$ cat src/rtl/cam_capture_stream_if.sv
// Sensor-side and pixel-side signal bundle for cam_capture_stream.
//
// master : the capture engine (samples vsync/href/d, drives the pixel strobe)
// slave  : the environment (drives the sensor pins, consumes the pixel strobe)
//
// Signals
//   vsync, href, d  sensor timing and data bus
//   pix_data        assembled pixel, first sensor byte in the MSBs
//   pix_valid       one-cycle pixel strobe
//   pix_sof         first pixel of a frame (qualified by pix_valid)
//   pix_eol         one-cycle pulse after the last pixel of a line
//   pix_x, pix_y    coordinates of the pixel on pix_data
interface cam_capture_stream_if #(
  parameter int DATA_W          = 8,
  parameter int BYTES_PER_PIXEL = 2,
  parameter int X_W             = 11,
  parameter int Y_W             = 10
);
  logic                              vsync;
  logic                              href;
  logic [DATA_W-1:0]                 d;
  logic [DATA_W*BYTES_PER_PIXEL-1:0] pix_data;
  logic                              pix_valid;
  logic                              pix_sof;
  logic                              pix_eol;
  logic [X_W-1:0]                    pix_x;
  logic [Y_W-1:0]                    pix_y;

  modport master (
    input  vsync, href, d,
    output pix_data, pix_valid, pix_sof, pix_eol, pix_x, pix_y
  );

  modport slave (
    output vsync, href, d,
    input  pix_data, pix_valid, pix_sof, pix_eol, pix_x, pix_y
  );
endinterface

$ cat src/rtl/cam_capture_stream.sv
// Camera pixel-capture engine for OV7670-class parallel sensors.
//
// Tracks frame/line timing from vsync/href, packs BYTES_PER_PIXEL sensor
// bytes into one pixel word (first byte in the MSBs) and emits each pixel
// as a single-cycle strobe with x/y coordinates, start-of-frame and
// end-of-line markers. Everything runs on the rising edge of pclk.
//
// Ports
//   pclk          pixel clock
//   reset         synchronous, active-low
//   enable        capture enable; low forces the engine back to IDLE
//   bus           cam_capture_stream_if.master (sensor pins in, pixel strobe out)
//   frame_done    one-cycle pulse when an emitted frame ends cleanly
//   frame_count   number of clean emitted frames (wraps)
//   err_partial   sticky: href fell in the middle of a pixel
//   err_line_len  sticky: a line's pixel count differs from line 0
module cam_capture_stream #(
  parameter int DATA_W          = 8,
  parameter int BYTES_PER_PIXEL = 2,
  parameter int X_W             = 11,
  parameter int Y_W             = 10,
  parameter int SKIP_FRAMES     = 2
) (
  input  logic                        pclk,
  input  logic                        reset,
  input  logic                        enable,
  cam_capture_stream_if.master        bus,
  output logic                        frame_done,
  output logic [15:0]                 frame_count,
  output logic                        err_partial,
  output logic                        err_line_len
);

  localparam int PIX_W  = DATA_W * BYTES_PER_PIXEL;
  localparam int IDX_W  = (BYTES_PER_PIXEL > 1) ? $clog2(BYTES_PER_PIXEL) : 1;
  localparam int HOLD_W = (BYTES_PER_PIXEL > 1) ? DATA_W * (BYTES_PER_PIXEL - 1) : 1;
  localparam logic [IDX_W-1:0] LAST_IDX = IDX_W'(BYTES_PER_PIXEL - 1);

  typedef enum logic [2:0] {
    IDLE,
    WAIT_FRAME_END,
    WAIT_FRAME_START,
    WAIT_LINE,
    FETCH
  } state_t;

  function automatic logic [X_W-1:0] sat_inc_x(input logic [X_W-1:0] v);
    return (v == {X_W{1'b1}}) ? v : v + X_W'(1);
  endfunction

  function automatic logic [Y_W-1:0] sat_inc_y(input logic [Y_W-1:0] v);
    return (v == {Y_W{1'b1}}) ? v : v + Y_W'(1);
  endfunction

  // Control / frame-tracking state
  state_t            state_q, state_d;
  logic [IDX_W-1:0]  idx_q, idx_d;
  logic [X_W-1:0]    x_q, x_d;
  logic [Y_W-1:0]    y_q, y_d;
  logic [3:0]        skip_q, skip_d;
  logic              fresh_q, fresh_d;
  logic              got_line_q, got_line_d;
  logic [X_W-1:0]    len0_q, len0_d;
  logic [15:0]       fcnt_q, fcnt_d;
  logic              perr_q, perr_d;
  logic              lerr_q, lerr_d;

  // Byte-assembly stage: earlier bytes of the pixel in progress
  logic [HOLD_W-1:0] hold_p0, hold_d, hold_nx;
  logic [PIX_W-1:0]  shifted;

  // Output register stage
  logic [PIX_W-1:0]  pix_data_p1, pix_data_d;
  logic              vld_p1, vld_d;
  logic              sof_p1, sof_d;
  logic              eol_p1, eol_d;
  logic [X_W-1:0]    pix_x_p1, pix_x_d;
  logic [Y_W-1:0]    pix_y_p1, pix_y_d;
  logic              done_p1, done_d;

  logic              take;
  logic              skipping;

  assign skipping = (skip_q != 4'd0);

  // Pixel word as it would look with the byte on d appended
  generate
    if (BYTES_PER_PIXEL > 1) begin : g_multi
      assign shifted = {hold_p0, bus.d};
      assign hold_nx = shifted[HOLD_W-1:0];
    end else begin : g_single
      assign shifted = bus.d;
      assign hold_nx = '0;
    end
  endgenerate

  always_ff @(posedge pclk) begin
    if (!reset) begin
      state_q     <= IDLE;
      idx_q       <= '0;
      x_q         <= '0;
      y_q         <= '0;
      skip_q      <= '0;
      fresh_q     <= 1'b0;
      got_line_q  <= 1'b0;
      len0_q      <= '0;
      fcnt_q      <= '0;
      perr_q      <= 1'b0;
      lerr_q      <= 1'b0;
      pix_data_p1 <= '0;
      vld_p1      <= 1'b0;
      sof_p1      <= 1'b0;
      eol_p1      <= 1'b0;
      pix_x_p1    <= '0;
      pix_y_p1    <= '0;
      done_p1     <= 1'b0;
    end else begin
      state_q     <= state_d;
      idx_q       <= idx_d;
      x_q         <= x_d;
      y_q         <= y_d;
      skip_q      <= skip_d;
      fresh_q     <= fresh_d;
      got_line_q  <= got_line_d;
      len0_q      <= len0_d;
      fcnt_q      <= fcnt_d;
      perr_q      <= perr_d;
      lerr_q      <= lerr_d;
      pix_data_p1 <= pix_data_d;
      vld_p1      <= vld_d;
      sof_p1      <= sof_d;
      eol_p1      <= eol_d;
      pix_x_p1    <= pix_x_d;
      pix_y_p1    <= pix_y_d;
      done_p1     <= done_d;
    end
  end

  // Assembly register carries data only, so it is left out of reset.
  always_ff @(posedge pclk) begin
    hold_p0 <= hold_d;
  end

  always_comb begin
    state_d    = state_q;
    idx_d      = idx_q;
    hold_d     = hold_p0;
    x_d        = x_q;
    y_d        = y_q;
    skip_d     = skip_q;
    fresh_d    = fresh_q;
    got_line_d = got_line_q;
    len0_d     = len0_q;
    fcnt_d     = fcnt_q;
    perr_d     = perr_q;
    lerr_d     = lerr_q;
    pix_data_d = pix_data_p1;
    vld_d      = 1'b0;
    sof_d      = 1'b0;
    eol_d      = 1'b0;
    pix_x_d    = pix_x_p1;
    pix_y_d    = pix_y_p1;
    done_d     = 1'b0;
    take       = 1'b0;

    if (!enable) begin
      state_d = IDLE;
      idx_d   = '0;
      x_d     = '0;
      y_d     = '0;
      skip_d  = '0;
    end else begin
      case (state_q)
        IDLE: begin
          state_d = WAIT_FRAME_END;
          skip_d  = 4'(SKIP_FRAMES);
        end

        // Whatever frame is running when capture starts is thrown away.
        WAIT_FRAME_END: begin
          if (bus.vsync) state_d = WAIT_FRAME_START;
        end

        WAIT_FRAME_START: begin
          if (!bus.vsync) begin
            state_d    = WAIT_LINE;
            idx_d      = '0;
            x_d        = '0;
            y_d        = '0;
            fresh_d    = 1'b1;
            got_line_d = 1'b0;
          end
        end

        WAIT_LINE: begin
          if (bus.vsync) begin
            state_d = WAIT_FRAME_START;
            if (skipping) begin
              skip_d = skip_q - 4'd1;
            end else if (got_line_q) begin
              done_d = 1'b1;
              fcnt_d = fcnt_q + 16'd1;
            end
          end else if (bus.href) begin
            // The byte on d at this edge is already byte 0 of the line.
            state_d = FETCH;
            take    = 1'b1;
          end
        end

        FETCH: begin
          if (bus.vsync) begin
            // Frame cut short: drop it without counting it.
            state_d = WAIT_FRAME_START;
            idx_d   = '0;
            x_d     = '0;
          end else if (bus.href) begin
            take = 1'b1;
          end else begin
            state_d    = WAIT_LINE;
            idx_d      = '0;
            x_d        = '0;
            y_d        = sat_inc_y(y_q);
            got_line_d = 1'b1;
            if (!skipping) begin
              eol_d = 1'b1;
              if (idx_q != '0) perr_d = 1'b1;
              // x_q holds the number of pixels emitted on this line.
              if (y_q == '0) begin
                len0_d = x_q;
              end else if (x_q != len0_q) begin
                lerr_d = 1'b1;
              end
            end
          end
        end

        default: state_d = IDLE;
      endcase
    end

    if (take) begin
      hold_d = hold_nx;
      if (idx_q == LAST_IDX) begin
        idx_d   = '0;
        x_d     = sat_inc_x(x_q);
        fresh_d = 1'b0;
        if (!skipping) begin
          vld_d      = 1'b1;
          sof_d      = fresh_q;
          pix_data_d = shifted;
          pix_x_d    = x_q;
          pix_y_d    = y_q;
        end
      end else begin
        idx_d = idx_q + IDX_W'(1);
      end
    end
  end

  assign bus.pix_data  = pix_data_p1;
  assign bus.pix_valid = vld_p1;
  assign bus.pix_sof   = sof_p1;
  assign bus.pix_eol   = eol_p1;
  assign bus.pix_x     = pix_x_p1;
  assign bus.pix_y     = pix_y_p1;
  assign frame_done    = done_p1;
  assign frame_count   = fcnt_q;
  assign err_partial   = perr_q;
  assign err_line_len  = lerr_q;

  a_eol_not_with_valid: assert property (@(posedge pclk) disable iff (!reset)
    !(vld_p1 && eol_p1));

  a_sof_at_origin: assert property (@(posedge pclk) disable iff (!reset)
    sof_p1 |-> (vld_p1 && pix_x_p1 == '0 && pix_y_p1 == '0));

endmodule

$ cat src/flat_wrapper.sv
// flat-port wrapper written by rule: the top's interface ports become plain ports
module cam_capture_stream_flat 
#(
  parameter int DATA_W          = 8,
  parameter int BYTES_PER_PIXEL = 2,
  parameter int X_W             = 11,
  parameter int Y_W             = 10,
  parameter int SKIP_FRAMES     = 2
)
  (pclk, reset, enable, frame_done, frame_count, err_partial, err_line_len, bus_vsync, bus_href, bus_d, bus_pix_data, bus_pix_valid, bus_pix_sof, bus_pix_eol, bus_pix_x, bus_pix_y);
  cam_capture_stream_if #(.DATA_W(DATA_W), .BYTES_PER_PIXEL(BYTES_PER_PIXEL), .X_W(X_W), .Y_W(Y_W)) bus_i ();
  input  logic pclk;
  input  logic reset;
  input  logic enable;
  output logic frame_done;
  output logic [15:0] frame_count;
  output logic err_partial;
  output logic err_line_len;
  input wire logic [$bits(bus_i.vsync)-1:0] bus_vsync;
  input wire logic [$bits(bus_i.href)-1:0] bus_href;
  input wire logic [$bits(bus_i.d)-1:0] bus_d;
  output wire logic [$bits(bus_i.pix_data)-1:0] bus_pix_data;
  output wire logic [$bits(bus_i.pix_valid)-1:0] bus_pix_valid;
  output wire logic [$bits(bus_i.pix_sof)-1:0] bus_pix_sof;
  output wire logic [$bits(bus_i.pix_eol)-1:0] bus_pix_eol;
  output wire logic [$bits(bus_i.pix_x)-1:0] bus_pix_x;
  output wire logic [$bits(bus_i.pix_y)-1:0] bus_pix_y;
  assign bus_i.vsync = bus_vsync;
  assign bus_i.href = bus_href;
  assign bus_i.d = bus_d;
  assign bus_pix_data = bus_i.pix_data;
  assign bus_pix_valid = bus_i.pix_valid;
  assign bus_pix_sof = bus_i.pix_sof;
  assign bus_pix_eol = bus_i.pix_eol;
  assign bus_pix_x = bus_i.pix_x;
  assign bus_pix_y = bus_i.pix_y;
  cam_capture_stream #(.DATA_W(DATA_W), .BYTES_PER_PIXEL(BYTES_PER_PIXEL), .X_W(X_W), .Y_W(Y_W), .SKIP_FRAMES(SKIP_FRAMES)) u_core (.pclk(pclk), .reset(reset), .enable(enable), .bus(bus_i), .frame_done(frame_done), .frame_count(frame_count), .err_partial(err_partial), .err_line_len(err_line_len));
endmodule
$ cat config.mk
export PLATFORM = sky130hd
export DESIGN_NAME = cam_capture_stream_flat
export DESIGN_NICKNAME = d
export VERILOG_FILES = /design/src/rtl/cam_capture_stream_if.sv /design/src/rtl/cam_capture_stream.sv /design/src/flat_wrapper.sv
export SDC_FILE = /design/constraint.sdc
export NUM_CORES = 1
export LEC_CHECK = 0
export CORE_ASPECT_RATIO = 0.75
export CORE_MARGIN = 4
export CORE_UTILIZATION = 55
export CTS_CLUSTER_DIAMETER = 40
export DETAILED_ROUTE_END_ITERATION = 10
export HOLD_SLACK_MARGIN = 0.06
export PLACE_DENSITY = 0.87
export SLEW_MARGIN = 25
export SYNTH_ARGS = -nofsm -noshare
export SYNTH_HDL_FRONTEND = slang
export SYNTH_SLANG_ARGS = --single-unit
$ cat constraint.sdc
create_clock -name pclk -period 4.2 [get_ports pclk]
set_clock_uncertainty 0.05 [all_clocks]
set_input_delay 1.05 -clock pclk [delete_from_list [all_inputs] [get_ports pclk]]
set_output_delay 1.05 -clock pclk [all_outputs]
set_load 0.02 [all_outputs]
drive_strength.png
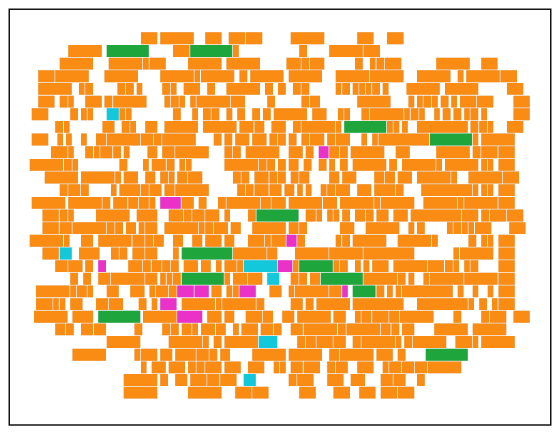
Green is drive 6 and up, cells 12, most used clkbuf_16. Cyan is drive 3 to 4, cells 6, most used buf_4. Orange is drive 1 or less, cells 592, most used dfxtp_1. Magenta is drive 2, cells 11, most used or2_2.
final worst slack: 1007 ps
fin area: 5848 sq um
bufs w/o clock: 75
Area growth syn-to-layout: 21.43%

==> results.txt <==
yosys + openroad results -> outcome=complete, no violations, Rows=29, PostCTS Resize Cnt=0, Die W=116.1 um, clock network power share=42.8%, met1 Use GR=29.71%, WL final=12.12 mm, flop2flop setup slack=1520 ps, WP depth=5, most frequent cells in the layout=101 x dfxtp_1, 97 x nand2_1, 81 x a21oi_1, cell leakage power=1.821 nW, Vias=4481, Leading cell kind=logic gates, Reg clk slew, reported paths=60 ps, WL met1=5.344 mm, met3 wire len=832 um, XOR/XNOR Fraction of Synth Area=2.546%, GP Congestion=0.9276, Pwr Total=1.945 mW, Flop pwr share=54.0%, Hold Path Depth=2, non-clock buffer share of cell area=12.88%, Synth top cell by count=dfxtp_1, Tmin final=3193 ps, Seq area share=38.68%, PortBufs=71, Seq share, synth=46.97%, pwr/cell area=332.5 nW/um^2, CP Class=primary input to register, final-report hold violation count=0, max cap viols=0, CP max FO=11, Seq. pwr=1.05 mW, HP Start=u_core.bus.pix_data[8], Worst EP arrival=3430 ps, GR peak layer=met2, delay of the slowest critical-path stage=780 ps, R2R depth=3, Post-Synth AOI/OAI Area=19.20%, Max Clk Rate=313.2 MHz, Top pwr grp=registers, Core Area=8491 sq um, placed insts=713, comb area leader=simple AND/OR/NAND/NOR gates, fill count=670, Worst R2R End=u_core.err_line_len, simple-gate share of the synthesized area=24.66%, Worst Setup SP=bus_vsync, Unique cell types=55, Worst setup SP type=primary input, top post-synthesis cells by count=101 x dfxtp_1, 97 x nand2_1, 81 x a21oi_1, inverters=12, max layer used=met4, crit path cell chain=clkdlybuf4s50_1 -> nand3_1 -> or4_1 -> or4_1 -> nand2_1
final_clocks.png
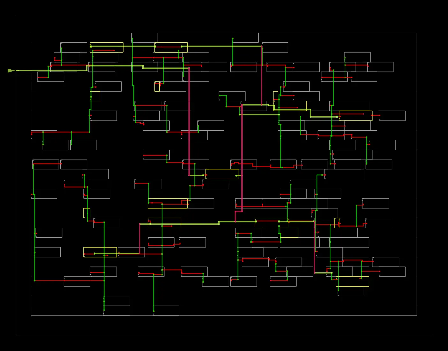
Worst-Skew Late Latency: 350 ps
# clk buffers: 11
total number of clock tree sinks: 109
Clk. pwr: 832 uW
total CTS buffers: 9

Power and IR drop assume default switching activity.
